<file path="src/rtl/lock_code_entry.sv">
// lock_code_entry: four-digit passcode entry FSM with registered 7-seg display codes; LOCK_LOCKOUT_EN adds failure lockout
module lock_code_entry #(
  parameter logic [15:0] PASSCODE       = 16'h1234,
  parameter logic [4:0]  CODE_DASH      = 5'h1F,
  parameter logic [4:0]  CODE_ERR       = 5'h1E,
  parameter int          OPEN_CYCLES    = 50000000,
  parameter int          ERR_CYCLES     = 25000000,
  parameter int          MAX_FAIL       = 3,
  parameter int          LOCKOUT_CYCLES = 250000000
) (
  input  logic        clk,
  input  logic        rst_n,
  input  logic [3:0]  sw_digit,
  input  logic        btn_enter,
  input  logic        btn_clear,
  output logic [19:0] big_bin,
  output logic        unlocked,
  output logic        error,
  output logic        alarm
);
  localparam int T_OE = OPEN_CYCLES > ERR_CYCLES ? OPEN_CYCLES : ERR_CYCLES;
`ifdef LOCK_LOCKOUT_EN
  localparam int T_MAX = T_OE > LOCKOUT_CYCLES ? T_OE : LOCKOUT_CYCLES;
`else
  localparam int T_MAX = T_OE;
`endif
  localparam int TW = T_MAX > 1 ? $clog2(T_MAX) : 1;
  localparam logic [TW-1:0] OPEN_LAST = TW'(OPEN_CYCLES - 1);
  localparam logic [TW-1:0] ERR_LAST = TW'(ERR_CYCLES - 1);
  localparam logic [19:0] DASHES = {4{CODE_DASH}};
  localparam logic [19:0] ERRS = {4{CODE_ERR}};

  if (OPEN_CYCLES < 1 || ERR_CYCLES < 1 || MAX_FAIL < 1 || LOCKOUT_CYCLES < 1) begin : g_cfg_check
    $error("lock_code_entry: cycle and failure-count parameters must be >= 1");
  end

  typedef enum logic [2:0] {
    ENTRY0, ENTRY1, ENTRY2, ENTRY3, CHECK, OPEN, ERROR
`ifdef LOCK_LOCKOUT_EN
    , LOCKOUT
`endif
  } state_t;

  state_t        state_q, state_d;
  logic [15:0]   digits_q, digits_d;
  logic [19:0]   big_bin_q, big_bin_d;
  logic          unlocked_q, unlocked_d, error_q, error_d;
  logic [TW-1:0] timer_q, timer_d;
  logic          btn_enter_q, btn_clear_q;
  logic [1:0]    idx;
  logic [3:0]    sh5;
  logic          enter_rise, clear_rise;

  assign enter_rise = btn_enter & ~btn_enter_q;
  assign clear_rise = btn_clear & ~btn_clear_q;
  assign idx = state_q[1:0];
  assign sh5 = {idx, 2'b00} + 4'(idx);
  assign big_bin = big_bin_q;
  assign unlocked = unlocked_q;
  assign error = error_q;

`ifdef LOCK_LOCKOUT_EN
  localparam int FW = $clog2(MAX_FAIL + 1);
  localparam logic [TW-1:0] LOCK_LAST = TW'(LOCKOUT_CYCLES - 1);
  logic [FW-1:0] fail_q, fail_d;
  logic          alarm_q, alarm_d;
  assign alarm = alarm_q;
`else
  assign alarm = 1'b0;
`endif

  // Next state, digit/display updates and registered output values
  always_comb begin
    state_d = state_q;
    digits_d = digits_q;
    big_bin_d = big_bin_q;
`ifdef LOCK_LOCKOUT_EN
    fail_d = fail_q;
`endif
    case (state_q)
      ENTRY0, ENTRY1, ENTRY2, ENTRY3: begin
        if (clear_rise) begin
          state_d = ENTRY0;
          digits_d = '0;
          big_bin_d = DASHES;
        end else if (enter_rise) begin
          state_d = state_t'(state_q + 3'd1);
          digits_d = (digits_q & ~(16'hF000 >> {idx, 2'b00})) | ({sw_digit, 12'h000} >> {idx, 2'b00});
          big_bin_d = (big_bin_q & ~(20'hF8000 >> sh5)) | ({1'b0, sw_digit, 15'h0000} >> sh5);
        end
      end
      CHECK: begin
        if (digits_q == PASSCODE) begin
          state_d = OPEN;
`ifdef LOCK_LOCKOUT_EN
          fail_d = '0;
`endif
        end else begin
          state_d = ERROR;
          big_bin_d = ERRS;
`ifdef LOCK_LOCKOUT_EN
          fail_d = (int'(fail_q) < MAX_FAIL) ? fail_q + 1'b1 : fail_q;
          if (int'(fail_q) + 1 == MAX_FAIL) state_d = LOCKOUT;
`endif
        end
      end
      OPEN: begin
        if (clear_rise || timer_q == OPEN_LAST) begin
          state_d = ENTRY0;
          digits_d = '0;
          big_bin_d = DASHES;
        end
      end
      ERROR: begin
        if (timer_q == ERR_LAST) begin
          state_d = ENTRY0;
          digits_d = '0;
          big_bin_d = DASHES;
        end
      end
`ifdef LOCK_LOCKOUT_EN
      LOCKOUT: begin
        if (timer_q == LOCK_LAST) begin
          state_d = ENTRY0;
          digits_d = '0;
          big_bin_d = DASHES;
          fail_d = '0;
        end
      end
`endif
      default: begin
        state_d = ENTRY0;
        digits_d = '0;
        big_bin_d = DASHES;
      end
    endcase
    timer_d = (state_d != state_q || !state_q[2]) ? '0 : timer_q + 1'b1;
    unlocked_d = state_d == OPEN;
    error_d = state_d == ERROR;
`ifdef LOCK_LOCKOUT_EN
    error_d = error_d || state_d == LOCKOUT;
    alarm_d = state_d == LOCKOUT;
`endif
  end

  // State, datapath and edge-detect registers
  always_ff @(posedge clk) begin
    if (!rst_n) begin
      state_q <= ENTRY0;
      digits_q <= '0;
      big_bin_q <= DASHES;
      unlocked_q <= 1'b0;
      error_q <= 1'b0;
      timer_q <= '0;
      btn_enter_q <= 1'b0;
      btn_clear_q <= 1'b0;
    end else begin
      state_q <= state_d;
      digits_q <= digits_d;
      big_bin_q <= big_bin_d;
      unlocked_q <= unlocked_d;
      error_q <= error_d;
      timer_q <= timer_d;
      btn_enter_q <= btn_enter;
      btn_clear_q <= btn_clear;
    end
  end

`ifdef LOCK_LOCKOUT_EN
  // Failure counter and alarm output
  always_ff @(posedge clk) begin
    if (!rst_n) begin
      fail_q <= '0;
      alarm_q <= 1'b0;
    end else begin
      fail_q <= fail_d;
      alarm_q <= alarm_d;
    end
  end
`endif
endmodule

</file>
<file path="config.mk">
export PLATFORM = sky130hd
export DESIGN_NAME = lock_code_entry
export DESIGN_NICKNAME = d
export VERILOG_FILES = /design/src/rtl/lock_code_entry.sv
export SDC_FILE = /design/constraint.sdc
export NUM_CORES = 1
export LEC_CHECK = 0
export CAP_MARGIN = 30
export CELL_PAD_IN_SITES_DETAIL_PLACEMENT = 0
export CELL_PAD_IN_SITES_GLOBAL_PLACEMENT = 2
export CORE_AREA = 8 8 104 106
export CTS_CLUSTER_DIAMETER = 30
export DETAILED_ROUTE_END_ITERATION = 10
export DIE_AREA = 0 0 112 114
export MAX_ROUTING_LAYER = met4
export PLACE_DENSITY_LB_ADDON = 0.05
export SYNTH_ARGS = -nofsm -noshare
export SYNTH_HDL_FRONTEND = slang
export SYNTH_SLANG_ARGS = --single-unit
</file>
<file path="constraint.sdc">
create_clock -name clk -period 2.8 [get_ports clk]
set_input_delay 0.56 -clock clk [delete_from_list [all_inputs] [get_ports clk]]
set_output_delay 0.56 -clock clk [all_outputs]
set_load 0.01 [all_outputs]
</file>
==> GITHUB_STEP_SUMMARY <==
## Implementation flow summary

| Metric | Value |
|---|---|
| Status | `complete, no violations` |
| Worst Path Arrival | `2.85 ns` |
| Int Power | `0.00174 W` |
| Cycle use final | `0.934` |
| Layout area overhead | `27.0%` |
| Fin area | `3960 sq um` |
| CP delay by family, top | `simple AND/OR/NAND/NOR gates` |
| Post-route non-filler standard cell count | `497` |
| Critical Path Stages | `10` |
| Pwr dens | `581 nW/um^2` |
| Met3 Track Usage GR | `0.0322` |
| TritonCTS clock tree | `done` |
| # fillers | `940` |
| Flops after synth | `69` |
| CTS resizes | `0` |
| Logic gate share of total power | `0.129` |
| M2 GR Usage | `0.197` |
| CTS root buf | `clkbuf_8` |
| Clk cell area share | `0.0617` |
| I/O pin cnt | `31` |
| Worst min path class | `flop to flop` |
| # DRC | `0` |
| Routability cong. | `0.774` |
| DIE WIDTH | `112 microns` |
| Critical Path, Cell by Cell | `buf_4 > inv_1 > ha_1 > or4_1 > and3_1 > a32oi_2 > nand4_1 > nand4_2 > buf_12 > nor2_1` |
| MI comb area | `1630 sq um` |
| Combinational power | `0.000297 W` |
| Number of non-clock buffers in the layout | `53` |
| Net switching power | `0.000555 W` |
| Simple-gate area share of the yosys netlist | `0.227` |
| IO Port Bufs | `29` |
| Setup Crit Path Kind | `flop to flop` |
| Cell count of the worst reg-to-reg path | `10` |
| Avg Cell Area, Syn | `9.44 sq um` |
| Ys async rst share | `0` |
| Yosys top cell by instances | `dfxtp_1` |
| Area share, top type | `0.444` |
| Reg-to-reg critical path startpoint | `state_q[0]` |
| Clock slew at reported path FFs | `0.07 ns` |
| Largest cell class | `combinational gates` |
| YS warnings | `0` |
| Post-synth top area cell | `dfxtp_1` |
| Synth Seq Share | `0.444` |
| Reg with most FFs | `timer_q` |
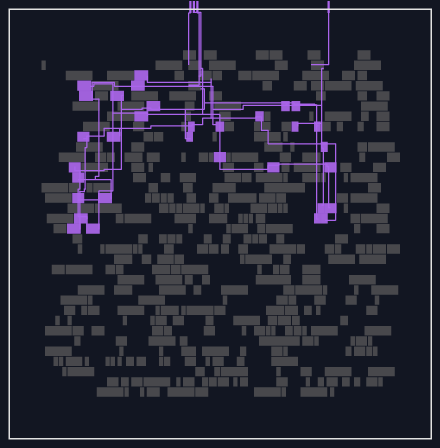
*Port wiring*
| port | colour | bits | direction | end cells | buffers | wire |
|---|---|---|---|---|---|---|
| sw_digit | purple | 4 | input | 32 | 4 | 703 microns |

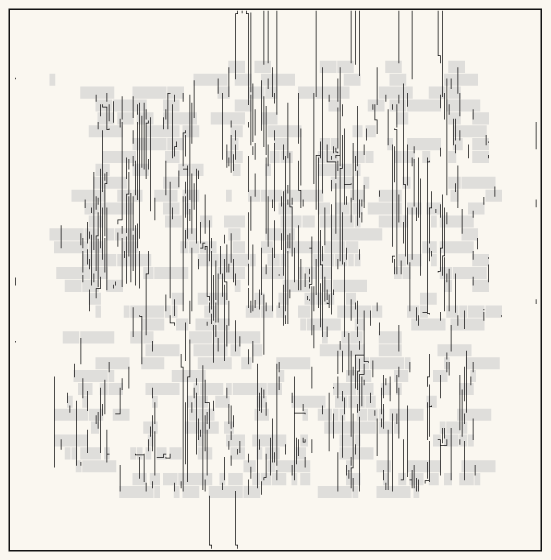
*Metal 2*
wire length on this layer: 3530 microns
longest straight run: 32.8 microns

No activity file was given, so power comes from the tool's default toggle rates.
